Run 1, the clock network:
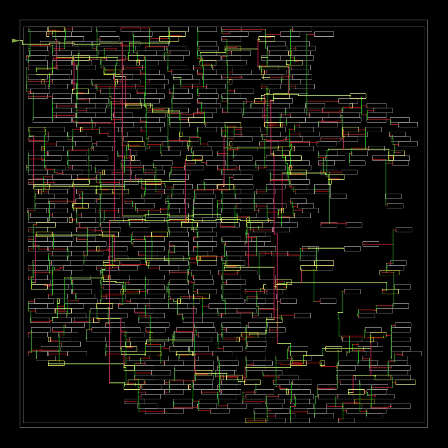
Run 1, sequential cells coloured by netlist name:
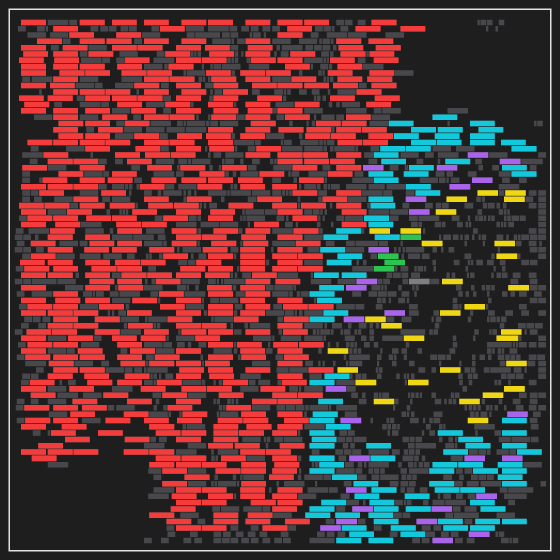
Run 1, sizing map:
Bar = 50 µm.
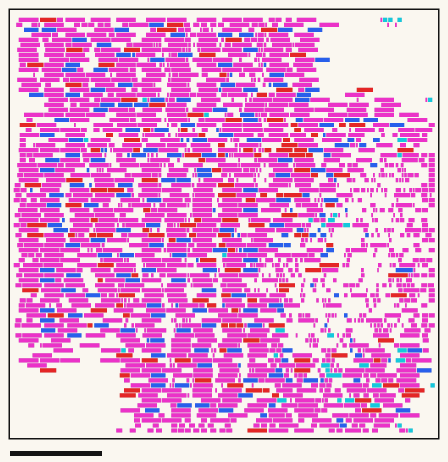
Run 1, M4 wires:
Supply wires on this layer in grey.
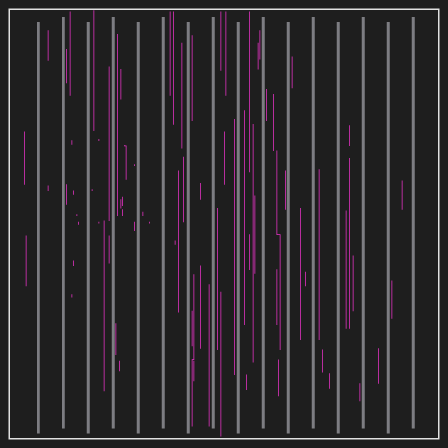
<file path="config.mk">
export PLATFORM = sky130hd
export DESIGN_NAME = fetch_icache_flat
export DESIGN_NICKNAME = d
export VERILOG_FILES = /design/src/rtl/fetch_pkg.sv /design/src/rtl/fetch_icache_if.sv /design/src/rtl/icache_array.sv /design/src/rtl/fetch_icache.sv /design/src/flat_wrapper.sv
export SDC_FILE = /design/constraint.sdc
export NUM_CORES = 1
export LEC_CHECK = 0
export CAP_MARGIN = 20
export CORE_MARGIN = 1.5
export CORE_UTILIZATION = 52
export DETAILED_ROUTE_END_ITERATION = 7
export GPL_TIMING_DRIVEN = 0
export PLACE_DENSITY = 0.76
export SYNTH_ARGS = -nofsm -noshare
export SYNTH_HDL_FRONTEND = slang
export SYNTH_SLANG_ARGS = --single-unit
</file>
<file path="constraint.sdc">
create_clock -name clk -period 12.7 [get_ports clk]
set_input_delay 1.905 -clock clk [delete_from_list [all_inputs] [get_ports clk]]
set_output_delay 1.905 -clock clk [all_outputs]
set_load 0.03 [all_outputs]
</file>
<file path="src/rtl/fetch_pkg.sv">
// rtl/fetch_pkg.sv - shared types, constants and geometry helpers for the fetch stage
//
// Contents:
//   fetch_state_e : refill FSM encoding (ST_LOOKUP, ST_MISS)
//   NOP_INSTR     : word presented to decode when no instruction is available
//   index_bits / offset_bits / tag_bits : address-split widths from NLINES / LINE_WORDS
package fetch_pkg;

  typedef enum logic {
    ST_LOOKUP = 1'b0,
    ST_MISS   = 1'b1
  } fetch_state_e;

  localparam logic [31:0] NOP_INSTR = 32'h0000_0013;

  function automatic int index_bits(input int nlines);
    return $clog2(nlines);
  endfunction

  function automatic int offset_bits(input int line_words);
    return $clog2(line_words);
  endfunction

  // Byte offset [1:0] is always dropped; the tag is whatever is left above the index.
  function automatic int tag_bits(input int nlines, input int line_words);
    return 32 - 2 - $clog2(nlines) - $clog2(line_words);
  endfunction

endpackage

</file>
<file path="src/rtl/fetch_icache_if.sv">
// rtl/fetch_icache_if.sv - line refill bus between the fetch cache and memory
//
// Signals:
//   mem_req   : refill request, held high until mem_valid
//   mem_addr  : line-aligned refill address, stable while mem_req=1
//   mem_valid : one-cycle pulse carrying the refill line
//   mem_rdata : refill line, word 0 in bits [31:0]
// Modports: master (cache side), slave (memory side).
interface fetch_icache_if #(
  parameter int LINE_WORDS = 4
) ();

  logic                      mem_req;
  logic [31:0]               mem_addr;
  logic                      mem_valid;
  logic [32*LINE_WORDS-1:0]  mem_rdata;

  modport master (
    output mem_req,
    output mem_addr,
    input  mem_valid,
    input  mem_rdata
  );

  modport slave (
    input  mem_req,
    input  mem_addr,
    output mem_valid,
    output mem_rdata
  );

endinterface

</file>
<file path="src/rtl/icache_array.sv">
// rtl/icache_array.sv - direct-mapped line storage: data, tag and valid bits
//
// Ports:
//   clk, reset       : clock, asynchronous active-low reset (clears valid bits only)
//   flush            : clear every valid bit at the clock edge; wins over a same-cycle write
//   rd_index         : combinational read port index
//   rd_valid/rd_tag/rd_line : stored state of that line
//   wr_en/wr_index/wr_tag/wr_line : line fill port
module icache_array
  import fetch_pkg::*;
#(
  parameter int NLINES     = 4,
  parameter int LINE_WORDS = 4,
  parameter int TAG_W      = tag_bits(NLINES, LINE_WORDS),
  localparam int IDX_W     = index_bits(NLINES),
  localparam int LINE_W    = 32 * LINE_WORDS
) (
  input  logic              clk,
  input  logic              reset,
  input  logic              flush,
  input  logic [IDX_W-1:0]  rd_index,
  output logic              rd_valid,
  output logic [TAG_W-1:0]  rd_tag,
  output logic [LINE_W-1:0] rd_line,
  input  logic              wr_en,
  input  logic [IDX_W-1:0]  wr_index,
  input  logic [TAG_W-1:0]  wr_tag,
  input  logic [LINE_W-1:0] wr_line
);

  logic [LINE_W-1:0] data_mem [NLINES];
  logic [TAG_W-1:0]  tag_mem  [NLINES];
  logic [NLINES-1:0] valid_q;

  always_ff @(posedge clk or negedge reset) begin
    if (!reset) begin
      valid_q <= '0;
    end else if (flush) begin
      valid_q <= '0;
    end else if (wr_en) begin
      valid_q[wr_index] <= 1'b1;
    end
  end

  // Data and tags need no reset: they are never looked at while the valid bit is 0.
  always_ff @(posedge clk) begin
    if (wr_en) begin
      data_mem[wr_index] <= wr_line;
      tag_mem[wr_index]  <= wr_tag;
    end
  end

  assign rd_valid = valid_q[rd_index];
  assign rd_tag   = tag_mem[rd_index];
  assign rd_line  = data_mem[rd_index];

endmodule

</file>
<file path="src/rtl/fetch_icache.sv">
// rtl/fetch_icache.sv - fetch stage: PC, direct-mapped instruction cache and refill FSM
//
// Ports:
//   clk, reset     : clock, asynchronous active-low reset
//   dhit           : pipeline advance; 0 freezes the PC and ignores redirect
//   redirect, redirect_pc : taken branch/jump and its target (bits [1:0] ignored)
//   icache_flush   : invalidate all lines
//   instr, pc_f, ihit : fetched word (NOP when ihit=0), fetch PC, word valid
//   mem            : refill bus (fetch_icache_if.master)
//   perf_hits, perf_misses : present only when FETCH_PERF_EN is defined
// Optional feature macro: FETCH_PERF_EN (hit/miss performance counters).
module fetch_icache
  import fetch_pkg::*;
#(
  parameter int          NLINES     = 4,
  parameter int          LINE_WORDS = 4,
  parameter logic [31:0] RESET_PC   = 32'h0000_1000
) (
  input  logic        clk,
  input  logic        reset,
  input  logic        dhit,
  input  logic        redirect,
  input  logic [31:0] redirect_pc,
  input  logic        icache_flush,
  output logic [31:0] instr,
  output logic [31:0] pc_f,
  output logic        ihit,
  fetch_icache_if.master mem
`ifdef FETCH_PERF_EN
  ,
  output logic [31:0] perf_hits,
  output logic [31:0] perf_misses
`endif
);

  localparam int OFF_W   = offset_bits(LINE_WORDS);
  localparam int OFF_WS  = (OFF_W > 0) ? OFF_W : 1;
  localparam int IDX_W   = index_bits(NLINES);
  localparam int TAG_W   = tag_bits(NLINES, LINE_WORDS);
  localparam int LINE_W  = 32 * LINE_WORDS;
  localparam int IDX_LSB = 2 + OFF_W;
  localparam logic [31:0] LINE_MASK = (32'd1 << IDX_LSB) - 32'd1;

  fetch_state_e state_q, state_d;

  logic [31:0]       pc_q;
  logic [31:0]       mem_addr_q;
  logic              capture;
  logic              fill_en;

  logic [IDX_W-1:0]  pc_index;
  logic [TAG_W-1:0]  pc_tag;
  logic [OFF_WS-1:0] pc_word;
  logic              rd_valid;
  logic [TAG_W-1:0]  rd_tag;
  logic [LINE_W-1:0] rd_line;
  logic [31:0]       line_word;

  assign pc_index = pc_q[IDX_LSB +: IDX_W];
  assign pc_tag   = pc_q[31 -: TAG_W];
  assign pc_word  = (OFF_W > 0) ? pc_q[2 +: OFF_WS] : '0;

  icache_array #(
    .NLINES     (NLINES),
    .LINE_WORDS (LINE_WORDS),
    .TAG_W      (TAG_W)
  ) u_array (
    .clk      (clk),
    .reset    (reset),
    .flush    (icache_flush),
    .rd_index (pc_index),
    .rd_valid (rd_valid),
    .rd_tag   (rd_tag),
    .rd_line  (rd_line),
    .wr_en    (fill_en),
    .wr_index (mem_addr_q[IDX_LSB +: IDX_W]),
    .wr_tag   (mem_addr_q[31 -: TAG_W]),
    .wr_line  (mem.mem_rdata)
  );

  always_comb begin
    line_word = rd_line[31:0];
    for (int w = 0; w < LINE_WORDS; w++) begin
      if (pc_word == w[OFF_WS-1:0]) begin
        line_word = rd_line[w*32 +: 32];
      end
    end
  end

  // Hit is purely combinational from the registered PC; MISS never reports a hit.
  assign ihit  = (state_q == ST_LOOKUP) && rd_valid && (rd_tag == pc_tag);
  assign instr = ihit ? line_word : NOP_INSTR;
  assign pc_f  = pc_q;

  always_ff @(posedge clk or negedge reset) begin
    if (!reset) begin
      state_q <= ST_LOOKUP;
    end else begin
      state_q <= state_d;
    end
  end

  always_comb begin
    state_d = state_q;
    capture = 1'b0;
    fill_en = 1'b0;
    case (state_q)
      ST_LOOKUP: begin
        // A miss in a flush cycle waits for the next lookup instead of refilling.
        if (!ihit && !icache_flush) begin
          state_d = ST_MISS;
          capture = 1'b1;
        end
      end
      ST_MISS: begin
        // A same-cycle flush still ends the refill; the array keeps the line invalid.
        if (mem.mem_valid) begin
          state_d = ST_LOOKUP;
          fill_en = 1'b1;
        end
      end
      default: state_d = ST_LOOKUP;
    endcase
  end

  // mem_req comes straight from the async-reset state so reset drops it immediately.
  assign mem.mem_req  = (state_q == ST_MISS);
  assign mem.mem_addr = mem_addr_q;

  always_ff @(posedge clk or negedge reset) begin
    if (!reset) begin
      mem_addr_q <= '0;
    end else if (capture) begin
      mem_addr_q <= pc_q & ~LINE_MASK;
    end
  end

  always_ff @(posedge clk or negedge reset) begin
    if (!reset) begin
      pc_q <= RESET_PC;
    end else if (dhit) begin
      if (redirect) begin
        pc_q <= redirect_pc & ~32'h3;
      end else if (ihit) begin
        pc_q <= pc_q + 32'd4;
      end
    end
  end

`ifdef FETCH_PERF_EN
  always_ff @(posedge clk or negedge reset) begin
    if (!reset) begin
      perf_hits   <= '0;
      perf_misses <= '0;
    end else begin
      if (ihit && dhit) begin
        perf_hits <= perf_hits + 32'd1;
      end
      if (capture) begin
        perf_misses <= perf_misses + 32'd1;
      end
    end
  end
`endif

endmodule

</file>
<file path="src/flat_wrapper.sv">
// flat-port wrapper written by rule: the top's interface ports become plain ports
module fetch_icache_flat import fetch_pkg::*;
#(
  parameter int          NLINES     = 4,
  parameter int          LINE_WORDS = 4,
  parameter logic [31:0] RESET_PC   = 32'h0000_1000
)
  (clk, reset, dhit, redirect, redirect_pc, icache_flush, instr, pc_f, ihit, mem_mem_req, mem_mem_addr, mem_mem_valid, mem_mem_rdata);
  fetch_icache_if #(.LINE_WORDS(LINE_WORDS)) mem_i ();
  input  logic clk;
  input  logic reset;
  input  logic dhit;
  input  logic redirect;
  input  logic [31:0] redirect_pc;
  input  logic icache_flush;
  output logic [31:0] instr;
  output logic [31:0] pc_f;
  output logic ihit;
  output wire logic [$bits(mem_i.mem_req)-1:0] mem_mem_req;
  output wire logic [$bits(mem_i.mem_addr)-1:0] mem_mem_addr;
  input wire logic [$bits(mem_i.mem_valid)-1:0] mem_mem_valid;
  input wire logic [$bits(mem_i.mem_rdata)-1:0] mem_mem_rdata;
  assign mem_mem_req = mem_i.mem_req;
  assign mem_mem_addr = mem_i.mem_addr;
  assign mem_i.mem_valid = mem_mem_valid;
  assign mem_i.mem_rdata = mem_mem_rdata;
  fetch_icache #(.NLINES(NLINES), .LINE_WORDS(LINE_WORDS), .RESET_PC(RESET_PC)) u_core (.clk(clk), .reset(reset), .dhit(dhit), .redirect(redirect), .redirect_pc(redirect_pc), .icache_flush(icache_flush), .instr(instr), .pc_f(pc_f), .ihit(ihit), .mem(mem_i));
endmodule
</file>
==> reports/results.ini, run 1 <==
[place]
dpl_cell_area_um2 = 31500
dp.cells = 2484
numPortBuffers = 254
preCtsSetupSlack_ns = 5.39
post-dp-hpwl_um = 49500

[setup_path]
r2r_cells = 10
cp.depth = 13
critical_path.endpoint_type = output port
critPathMaxStageDelay_ns = 0.75
cp_max_fo = 10
worst-path-buf-inv = 7
cpMostUsedCell = a21oi_1
crit_path_top_delay_cell = clkdlybuf4s50_1
criticalPathCategory = reg2out
timing.rr.start = u_core.pc_f[5]
critPathLaunchType = register
r2r_end = u_core.pc_f[7]
path_cells = buf_2 > buf_2 > clkbuf_1 > buf_1 > buf_1 > clkbuf_1 > nand2_1 > a21oi_1 > a21oi_1 > nor2_1 > a21oi_1 > nor2_1 > clkdlybuf4s50_1
worstSetupStartpoint = u_core.pc_f[5]
crit_required_ns = 10.80
arrival_ns = 6.19

[yosys]
ys_sh_aoi = 0.0383
ys.flop_type = edfxtp_1
async_flop_share = 0.0928
synthXorXnorAreaFrac = 0.00704
synth.yosys.warnings = 0
ys_cells = 1489
synthTopCellsByCount = 616 x edfxtp_1, 145 x mux4_2, 122 x nor2_1
ys_chip_area_um2 = 27400
top_logic_kind = multiplexers
simple_gate_share = 0.0512
area_leaders = edfxtp_1 68%, mux4_2 12%, dfrtp_1 5.7%, nor2_1 1.7%, a21oi_1 1.5%
muxShareOfSynthArea = 0.150
synth_seq_share = 0.733
edf_count = 616
yosysMostFrequentCell = edfxtp_1
top_cell_area_share = 0.676
ys_types = 76
adder_share = 0.00137
synth_cells = 1489
synth.avg_cell_area_um2 = 18.4
ys.flops = 679

[cts]
cts_tree = built
path_clk_slew_ns = 0.06
htree_levels = 3
cts_buffer_depth = 3
cts_resized = 0
clockRootBuffer = clkbuf_16
hold_buffers = 0
cts_sinks = 679
cts_setup_buffers = 0

[min_path]
whs_path_depth = 2
hp-class = reg2reg
worst_hold_startpoint = u_core.u_array.valid_q[1]

[sta]
setup_tns_ns = 0
drv_slew = 0
holdWs_ns = 0.516
final_hold_viol_count = 0
post-route-period-util = 0.637
period_minus_slack_ns = 8.09
fmaxAchievable_mhz = 124
skew_ns = 0.0151
worst_pin_slew_ns = 1.01
setup_ws_ns = 4.61
rsz0062_at_grt = no
setup_viol = 0

[cells_and_area]
n_fill_cell = 3508
regArea_um2 = 20100
area_growth_pct = 23.3
sh_comb_area = 0.202
buf_share = 0.110
seq_share = 0.595
final_common_cell = edfxtp_1
largest_register = u_core.u_array.data_mem
final_cell_mix = 616 x edfxtp_1, 253 x clkdlybuf4s50_1, 145 x mux4_2
n_antenna_cell = 9
inv_count = 11
drive_above_1_share = 0.199
flops = 679
mi_logic_area_um2 = 6820
largest_reg_flops = 512
fin_area_um2 = 33700
finish.utilization = 0.653
nets = 2044

[routing]
drt-initial-drc-count = 1621
drc = 0
topRoutingLayerUsed = met5
dr_wl_met3_um = 5920
wirelength_um = 71300
wl_met2_um = 34400
routedWlPerCell_um = 27.2
drtAntennaViolNets = 0
wl_met1_um = 28100
drt_first_pass_iters = 6
via_count = 15900

[global_routing]
grt_antenna_before_repair = 20
grt_pass1_vias = 16100
gr-usage-met3 = 0.0566
track_usage = 0.269
use_met1 = 0.364
grt_start_max_net_pins = 64
use_met2 = 0.425
grt_busiest_layer = met2
overflow = 0
grt_pass1_wl_um = 104000

[floorplan]
rows = 83
fp.coreArea_um2 = 51700
fp.dieW_um = 232
tapCellCount = 680
pin_count = 264
die_y_um = 232
die_area_um2 = 54000

[power]
power_leader = registers
pg_seq_uw = 2750
ir_worst_vdd_mv = 0.123
clockPowerShare = 0.350
power_clock_uw = 2000
power_density_nw_per_um2 = 169
combPwrFrac = 0.168
comb-power_uw = 960
seqPwrFrac = 0.482
power.share.switching = 0.261
total_power_uw = 5710
p_leak_uw = 0.0112

[outcome]
status = finished, final reports clean

[flow_run]
cap_violations = 0
tool_warnings = 31

About 'the clock network':
Inserted Clock Buffers: 69
layout clock buffer count: 80

About 'sequential cells coloured by netlist name':
Yellow is u_core.pc_f, sequential cells 30. Green is u_core.u_array.valid_q, sequential cells 4. Red is u_core.u_array.data_mem, sequential cells 512. Purple is u_core.mem.mem_addr, sequential cells 28. Cyan is u_core.u_array.tag_mem, sequential cells 104.
Another 1 sequential cells are not coloured.

About 'sizing map':
Red is _6 and larger, cells 139, most used clkbuf_16. Cyan is _3 and _4 cells, cells 33, most used buf_4. Blue is _2 cells, cells 212, most used mux4_2. Magenta is _0 and _1 cells, cells 1545, most used edfxtp_1.

About 'M4 wires':
The longest straight run is 139 µm. The layer holds 3.8% of the routed length. The layer carries 2690 µm of wire. The wires run mostly vertical. 55 nets have wire on it.

==> run 1 -> run 2 <==
Clock period 12.7 ns to 7.2 ns, I/O delays scaled along.
Run 2, M4 wires:
Supply wires on this layer in grey.
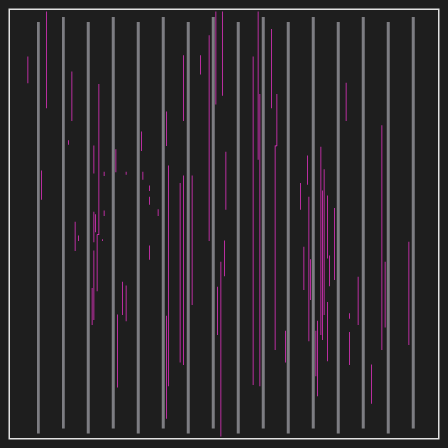
The longest straight run is 178 µm. 53 nets have wire on it. The wires run mostly vertical.
routed wire length: 70800 µm
vias: 15800

==> run 2 against run 1 <==
Effect of this change:
- combinational power grew 79%
- worst hold slack worse by 0.049 ns
- critical endpoint is now instr[19]
- sequential share of layout area shrank 0.31 points
- final area grew 0.53%
- sequential power increased by 77%
- clock skew rose by 0.0091 ns
- synthesized cell count stayed put
- sequential cell count did not move
- clock-buffer cell count increased by 2
==> reports/results.ini, run 2 <==
[yosys]
synthXorXnorAreaFrac = 0.00704
synth.yosys.warnings = 0
ys_types = 76
edf_count = 616
ys.flop_type = edfxtp_1
muxShareOfSynthArea = 0.150
ys_cells = 1489
ys_chip_area_um2 = 27400
yosysMostFrequentCell = edfxtp_1
synth_seq_share = 0.733
ys_sh_aoi = 0.0383
ys.flops = 679
synth_cells = 1489
top_cell_area_share = 0.676
adder_share = 0.00137
area_leaders = edfxtp_1 68%, mux4_2 12%, dfrtp_1 5.7%, nor2_1 1.7%, a21oi_1 1.5%
synth.avg_cell_area_um2 = 18.4

[setup_path]
crit_required_ns = 6.12
timing.rr.start = u_core.pc_f[5]
worstSetupStartpoint = u_core.pc_f[5]
cp.depth = 13
arrival_ns = 5.89
criticalPathCategory = reg2out
cp_max_fo = 10
crit_path_top_delay_cell = clkdlybuf4s50_1
r2r_cells = 10
critPathMaxStageDelay_ns = 0.72
critical_path.endpoint_type = output port

[power]
pg_seq_uw = 4860
power_clock_uw = 3500
power_density_nw_per_um2 = 297
clockPowerShare = 0.347
ir_worst_vdd_mv = 0.205
combPwrFrac = 0.171
comb-power_uw = 1720
seqPwrFrac = 0.482
power.share.switching = 0.264
total_power_uw = 10100

[sta]
setup_tns_ns = 0
setup_ws_ns = 0.226
rsz0062_at_grt = no
fmaxAchievable_mhz = 143
post-route-period-util = 0.969
period_minus_slack_ns = 6.97
drv_slew = 0
worst_pin_slew_ns = 1.04

[routing]
drc = 0
drt-initial-drc-count = 1329
topRoutingLayerUsed = met5
dr_wl_met3_um = 5850

[flow_run]
cap_violations = 0
tool_warnings = 30

[outcome]
status = finished, final reports clean

[place]
dpl_cell_area_um2 = 31700
post-dp-hpwl_um = 49000
numPortBuffers = 254
preCtsSetupSlack_ns = 0.823

[global_routing]
grt_start_max_net_pins = 64
grt_pass1_vias = 16100
grt_antenna_before_repair = 14
grt_busiest_layer = met2
gr-usage-met3 = 0.0614
overflow = 0
grt_pass1_wl_um = 104000
track_usage = 0.267

[cells_and_area]
n_fill_cell = 3463
mi_logic_area_um2 = 6840
area_growth_pct = 23.9
largest_reg_flops = 512
buf_share = 0.114
regArea_um2 = 20100
nets = 2027
fin_area_um2 = 33900
inv_count = 11
n_antenna_cell = 8

[cts]
path_clk_slew_ns = 0.06
cts_resized = 0
htree_levels = 3
cts_tree = built
clockRootBuffer = clkbuf_16
cts_setup_buffers = 0
hold_buffers = 0
cts_buffer_depth = 3

[floorplan]
rows = 83
fp.dieW_um = 232

Run 2, the clock network:
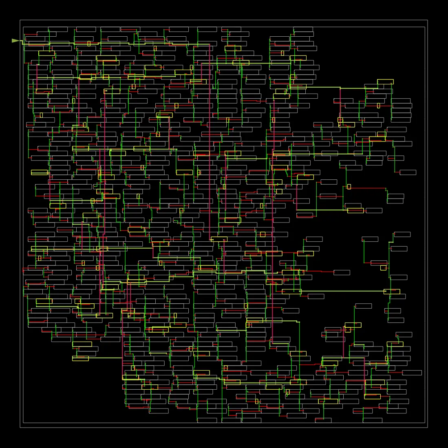
layout clock buffer count: 82
flip-flops: 679
# clock sinks: 679
Final Skew: 0.0242 ns

Power and IR drop assume default switching activity.
